Run 1, routed metal, one colour a layer:
Only two layers are drawn.
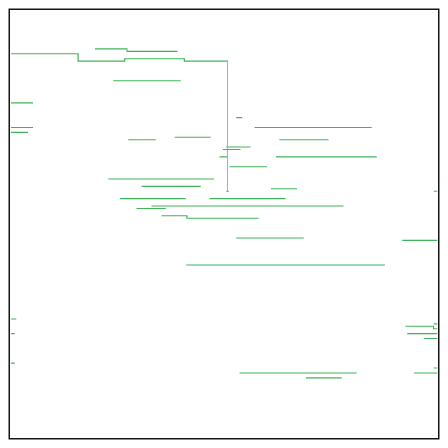
Run 1, metal 2:
Bar = 20 um.
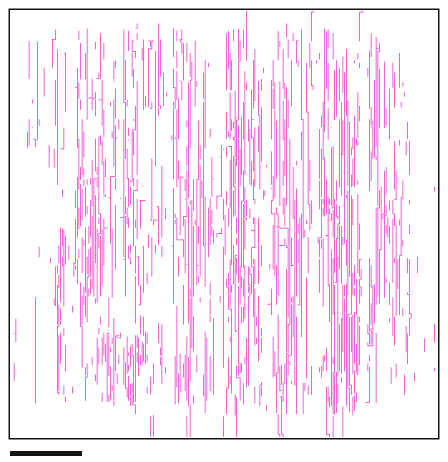
Run 1, where the registers sit:
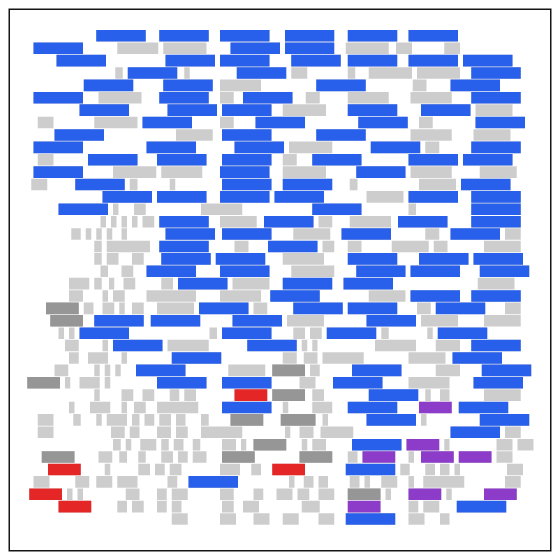
==> config.mk <==
export PLATFORM = sky130hd
export DESIGN_NAME = fifo_sync
export DESIGN_NICKNAME = d
export VERILOG_FILES = /design/src/rtl/fifo_sync.sv
export SDC_FILE = /design/constraint.sdc
export NUM_CORES = 1
export LEC_CHECK = 0
export CELL_PAD_IN_SITES_DETAIL_PLACEMENT = 1
export CELL_PAD_IN_SITES_GLOBAL_PLACEMENT = 2
export CORE_MARGIN = 3
export CORE_UTILIZATION = 49
export DETAILED_ROUTE_END_ITERATION = 8
export PLACE_DENSITY_LB_ADDON = 0.15
export SLEW_MARGIN = 25
export SYNTH_ARGS = -nofsm -noshare
export SYNTH_HDL_FRONTEND = slang
export SYNTH_SLANG_ARGS = --single-unit
==> constraint.sdc <==
create_clock -name clk -period 4.2 [get_ports clk]
set_input_delay 0.84 -clock clk [delete_from_list [all_inputs] [get_ports clk]]
set_output_delay 0.84 -clock clk [all_outputs]
set_load 0.01 [all_outputs]
==> impl_metrics.tcl, run 1 <==
# collected from the flow reports
set metrics [dict create \
    crit_arrival_ns 3.49 \
    edf_count 128 \
    synthesis.nets 363 \
    track_usage_pct 20.4 \
    n_antenna_cell 0 \
    tightest_slew_ns 0.947 \
    cts_resized 0 \
    peakVddDrop_v 0.000268 \
    hpwlAfterDp_mm 8.80 \
    fin_hold_ws_ns 0.480 \
    relSlewSlack_pct 36.7 \
    tool_warnings 29 \
    pin_count 29 \
    max_freq_mhz 314 \
    place_congestion 0.815 \
    ys_cells 344 \
    path_max_fanout 13 \
    required_ns 4.50 \
    fp.dieW_um 119 \
    grt_pass1_wl_mm 21.1 \
    ys_dominant_reg_cell "edfxtp_1" \
    switchingPower_w 0.000686 \
    ys.flops 153 \
    worstSkewPairLatency_ns 0.41 \
    r2r_slack_ns 1.61 \
    critical_path_class "primary input to register" \
    syn_inst 344 \
    synth.distinct_cells 47 \
    fp.dieH_um 119 \
    synthToLayoutAreaGrowth_pct 15.8 \
    crit_path_frequent_cell "a31oi_1" \
    switching_share_pct 20.7 \
    ys_seq_share_pct 70.0 \
    cts_tree "done" \
    layout-drive-gt1-share_pct 19.0 \
    holdPathStages 2 \
    drtIter0Drc 340 \
    p_leak_nw 2.37 \
    seqPwrFrac_pct 51.3 \
    hold_class "register to register" \
    io_buffers 28 \
    first_global_vias 3498 \
    ant_nets 0 \
    post-route-period-util_pct 75.8 \
    grt_overflow 0 \
    drv_cap 0 \
    cp.buffers_inverters 1 \
    nNetsFinal 405 \
    rr_worst_depth 9 \
    hold_viol 0 \
    end_kind "register" \
    cp_slowest_cell "clkdlybuf4s50_1" \
    cts_buffers 17 \
    power_density_nw_per_um2 460 \
    grt_antenna_before_repair 0 \
    cp_top_family "simple AND/OR/NAND/NOR gates" \
    yosys_warnings 0 \
    fin_crit_ns 3.19 \
    grt_start_max_net_pins 20 \
    worst-path-stages 10 \
    largest_reg_flops 128 \
    p_int_w 0.00262 \
    fin_setup_tns_ns 0 \
    synth_area_per_cell_um2 18.0 \
    syn-cell-area_um2 6210 \
    outcome "finished clean" \
    finClkSkew_ns 0.00689 \
    rsz0062_at_grt "no" \
    via_per_inst 5.67 \
    dieArea_um2 14100 \
    cts_setup_buffers 0 \
    critPathMaxStageDelay_ns 0.49 \
    cts_root_buffer "clkbuf_16" \
    clkPwrFrac_pct 41.9 \
    core-area_um2 12200 \
    hold_buffers 0 \
    drcViolationCount 0 \
    clk_pin_slew_ns 0.06 \
    fp_util_pct 50.8 \
    core.rowCount 40 \
    drtPass1Iterations 4 \
    cts.htree.levels 4 \
    synth-area-yosys_um2 6210 \
    setup_viol 0 \
    cts_sinks 153 \
    combPwrFrac_pct 6.8 \
    drv_slew 0 \
    path_cells "clkdlybuf4s50_1 > or3b_4 > nor2_2 > xor2_1 > ha_1 > nor3b_1 > nand4_1 > a31oi_1 > a31oi_1 > o31ai_1" \
    critPathLaunchType "primary input" \
    clk_path_buf_depth 2 \
    async_reset_ff_share_pct 0 \
]
Notes on 'routed metal, one colour a layer' above:
- metal 3: green (wire length 570 um)
- metal 4: orange (wire length 36.0 um)
routed len/inst: 23.5 um
total wire length: 13.3 mm

Notes on 'metal 2' above:
- main direction: vertical
- longest straight run: 51.3 um
- wire length on this layer: 7020 um
- nets with wire on the layer: 367
total number of vias: 3216
grt met2 use: 33.5%

Notes on 'where the registers sit' above:
- mem_q: blue (placed flops 128)
- count: red (placed flops 5)
- dout: purple (placed flops 8; where lower right)
- not coloured: 12
Final Util: 58.9%
flop share of the area: 60.5%
FF/Latch Area: 4350 um2

[run 1: cells in the final DEF (no fill, tap or decap), drive strengths merged, types with 8 or more instances in the layout]
cell and n:
mux4 32, nand2 16, buf 16, dfxtp 25, a22o 8, clkbuf 21
clkinv 10, a221oi 8, edfxtp 128, clkdlybuf4s50 28, xor2 8, nor2 26
o22ai 8
[run 1: metrics by stage]
stage | setup slack [ns] | total power (W) | instances | utilization [%] | instance area (um2)
final | 1.01 | 0.00331 | 567 | 58.9 | 7190
after global routing | 0.749 | 0.00342 | 567 | 58.9 | 7190
after CTS | 1.05 | 0.00334 | 567 | 58.9 | 7190
after detailed placement | 0.651 | 0.00195 | 535 | 54.4 | 6640
after global placement | 0.796 | 0.00194 | 535 | 54.4 | 6640
after floorplan | 1.46 | 0.00187 | 344 | - | 6210
[run 1: area by class of cell]
type	instances	area, um2
fill	1147	5020
multi-input combinational	165	1660
clock inverter	11	81.3
clock buffer	21	462
tap	168	210
inverter	5	20.0
sequential	153	4350
timing repair buffer	44	413
[run 1: kinds of logic after synthesis]
| group | Yosys count | share of synthesized area, % |
|---|---|---|
| xor gates and xnor gates | 12 | 1.69 |
| adders and majority gates | 7 | 1.41 |
| AOI/OAI and AO/OA | 39 | 4.84 |
| muxes | 34 | 12.7 |
| DFF | 153 | 70.0 |
| buffers and inverters | 26 | 3.35 |
| and+or+nand+nor | 73 | 6.07 |
[run 1: cell usage after synthesis, types with 5 or more instances]
| library cell | n | area, um2 |
|---|---|---|
| a221oi_1 | 6 | 52.6 |
| clkbuf_1 | 6 | 22.5 |
| nand2_1 | 16 | 60.1 |
| dfxtp_1 | 25 | 500 |
| nor2_1 | 25 | 93.8 |
| mux4_2 | 20 | 450 |
| edfxtp_1 | 128 | 3840 |
| mux4_1 | 12 | 315 |
| o22ai_1 | 8 | 50.1 |
| xor2_1 | 8 | 70.1 |
| a22o_1 | 8 | 70.1 |
| nor3_1 | 5 | 25.0 |
| ha_1 | 7 | 87.6 |
[run 1: routing by layer]
layer	vias to the layer above	GRT usage (%)	part of all wire, %
li1	1459	-	-
met5	-	0	0
met3	2	4.59	4.3
met1	1684	27.4	43
met4	0	5.87	0.27
met2	71	33.5	53
[run 1: power by group through the flow]
stage	combinational, W	clock (W)	sequential [W]
after global routing	0.000243	0.00148	0.00170
after CTS	0.000227	0.00142	0.00170
after global placement	0.000216	0	0.00173
final	0.000224	0.00139	0.00170
after floorplan	0.000154	0	0.00172
after detailed placement	0.000224	0	0.00173
[run 1: tightest hold or removal path: cells and delay by family (launching register included)]
family	cells	cell delay, ns
flip-flops	1	0.31
AND-OR/OR-AND	1	0.06
AND/OR/NAND/NOR	1	0.05
## Run 2: what changed since run 1
- CORE_UTILIZATION: 49 -> 46
- clock period: 4.2 -> 3.1 ns (I/O delays scaled with it)
Run 2, port wiring:
Bar = 20 um.
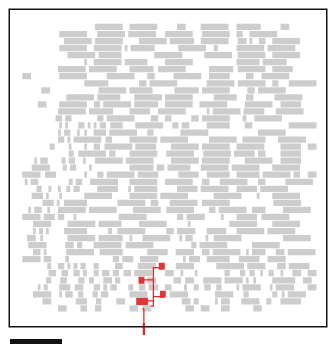
- wr_en: red (bits 1; direction input; edge bottom; end cells 4; buffers 1; wire 36.1 um)
I/O pin count: 29
IO Port Bufs: 28

==> impl_metrics.tcl, run 2 <==
# collected from the flow reports
set metrics [dict create \
    synthToLayoutAreaGrowth_pct 17.6 \
    syn-cell-area_um2 6210 \
    core-area_um2 12900 \
    n_antenna_cell 0 \
    grt_use_met2_pct 31.7 \
    outcome "finished clean" \
    nNetsFinal 421 \
    hold_viol 0 \
    required_ns 3.41 \
    design_area_um2 7300 \
    max_freq_mhz 348 \
    logic_area_um2 1660 \
    top_cell "edfxtp_1" \
    ys_cells 344 \
    clk_path_buf_depth 2 \
    cts_buffers 17 \
    seqCellArea_um2 4350 \
    most-common-layout-cells "edfxtp_1 (128), buf_4 (31), clkdlybuf4s50_1 (28)" \
    synthesis.nets 363 \
    critPathLaunchType "primary input" \
    track_usage_pct 19.2 \
    dp_slack_ns -0.190 \
    grt_start_max_net_pins 17 \
    wire_per_inst_um 22.6 \
    grt_pass1_wl_mm 20.6 \
    fp_util_pct 48.0 \
    holdPathStages 2 \
    tightest_slew_ns 0.774 \
    cts_tree "done" \
    drtIter0Drc 218 \
    fp.dieW_um 122 \
    syn_inst 344 \
    cts_root_buffer "clkbuf_16" \
    clk_pin_slew_ns 0.05 \
    place_congestion 0.749 \
    drv_cap 0 \
    fillerInstances 1214 \
    cts.htree.levels 4 \
    drtPass1Iterations 4 \
    top_cell_area_share_pct 61.9 \
    rr_worst_depth 9 \
    hold_buffers 0 \
    fp.dieH_um 122 \
    setup_viol 0 \
    drcViolationCount 0 \
    via_count 3269 \
    hpwlAfterDp_mm 9.02 \
    grt_overflow 0 \
    worstSkewPairLatency_ns 0.41 \
    yosys_warnings 0 \
    ys_seq_share_pct 70.0 \
    first_global_vias 3559 \
    hold_class "register to register" \
    grt_antenna_before_repair 0 \
    synth.distinct_cells 47 \
    cts_sinks 153 \
    ys.flops 153 \
    yosysTopAreaCell "edfxtp_1" \
    peakVddDrop_v 0.000408 \
    relSlewSlack_pct 48.2 \
    tool_warnings 29 \
    power_density_nw_per_um2 611 \
    fin_crit_ns 2.87 \
    r2r_slack_ns 0.63 \
    routed_wl_mm 13.3 \
    crit_arrival_ns 3.18 \
    via_per_inst 5.57 \
    synth-area-yosys_um2 6210 \
    core.rowCount 41 \
    top_cells_by_count "edfxtp_1 (128), dfxtp_1 (25), nor2_1 (25)" \
    finClkSkew_ns 0.00818 \
    fin_setup_tns_ns 0 \
    largest_reg_flops 128 \
    timing.final.ws_setup_ns 0.229 \
    post-route-period-util_pct 92.6 \
    p_leak_nw 2.44 \
    busiest_layer "met2" \
    fin_hold_ws_ns 0.473 \
    cts_resized 0 \
    rsz0062_at_grt "no" \
    ant_nets 0 \
    placed_area_um2 6770 \
    use_met1_pct 25.1 \
    ys_dominant_reg_cell "edfxtp_1" \
    path_max_fanout 4 \
    async_reset_ff_share_pct 0 \
    topCellsByArea "edfxtp_1 (62%), dfxtp_1 (8.1%), mux4_2 (7.3%)" \
    synth_area_per_cell_um2 18.0 \
    critical_path_class "primary input to register" \
    final_common_cell "edfxtp_1" \
    end_kind "register" \
    dieArea_um2 14900 \
    cts_setup_buffers 0 \
    drv_slew 0 \
    met3_usage_pct 4.22 \
    layout-drive-gt1-share_pct 21.2 \
    edf_count 128 \
]
run 2: cell counts after synthesis:
No cell type changed its count.
run 2: final cells by class:
class / count / share of cell area (%)
Multi-Input combinational cell: 165 / 22.7
Timing Repair Buffer: 60 / 7.30
Clock buffer: 29 / 7.01
Clock inverter: 3 / 0.206
Sequential cell: 153 / 59.5
Tap cell: 172 / 2.95
Inverter: 5 / 0.274
run 2: worst max-delay path, stage by stage:
cell and delay (ns):
clkdlybuf4s50_1 0.51, or3b_4 0.43, nor2_2 0.13, xor2_1 0.18
ha_1 0.27, nor3b_1 0.34, nand4_1 0.15, a31oi_1 0.20
a31oi_1 0.10, o31ai_1 0.25
run 2: logic make-up after synthesis:
logic type	share of synthesized area [%]
compound gates	4.84
xor+xnor	1.69
fa+ha+maj	1.41
buf+inv	3.35
flops	70.0
mux	12.7
simple gates	6.07
run 2: report_power, final:
group | total [W] | internal, W | switching, W
Sequential | 0.00229 | 0.00226 | 0.0000332
Clock | 0.00185 | 0.00111 | 0.000736
Combinational | 0.000320 | 0.000164 | 0.000156
run 2: per-stage QoR:
stage               util (%)  power (W)  std cells
floorplan                  -    0.00253        344
global placement        52.4    0.00265        555
detailed placement      52.4    0.00266        555
CTS                     56.4    0.00449        587
global route            56.5    0.00461        587
finish                  56.5    0.00446        587
run 2: routing by layer:
layer	vias up	part of all wire (%)
met5	-	0
met2	71	50
li1	1488	-
met1	1693	45
met3	17	3.4
met4	0	1.5
Power is estimated from default activity; no workload was simulated.
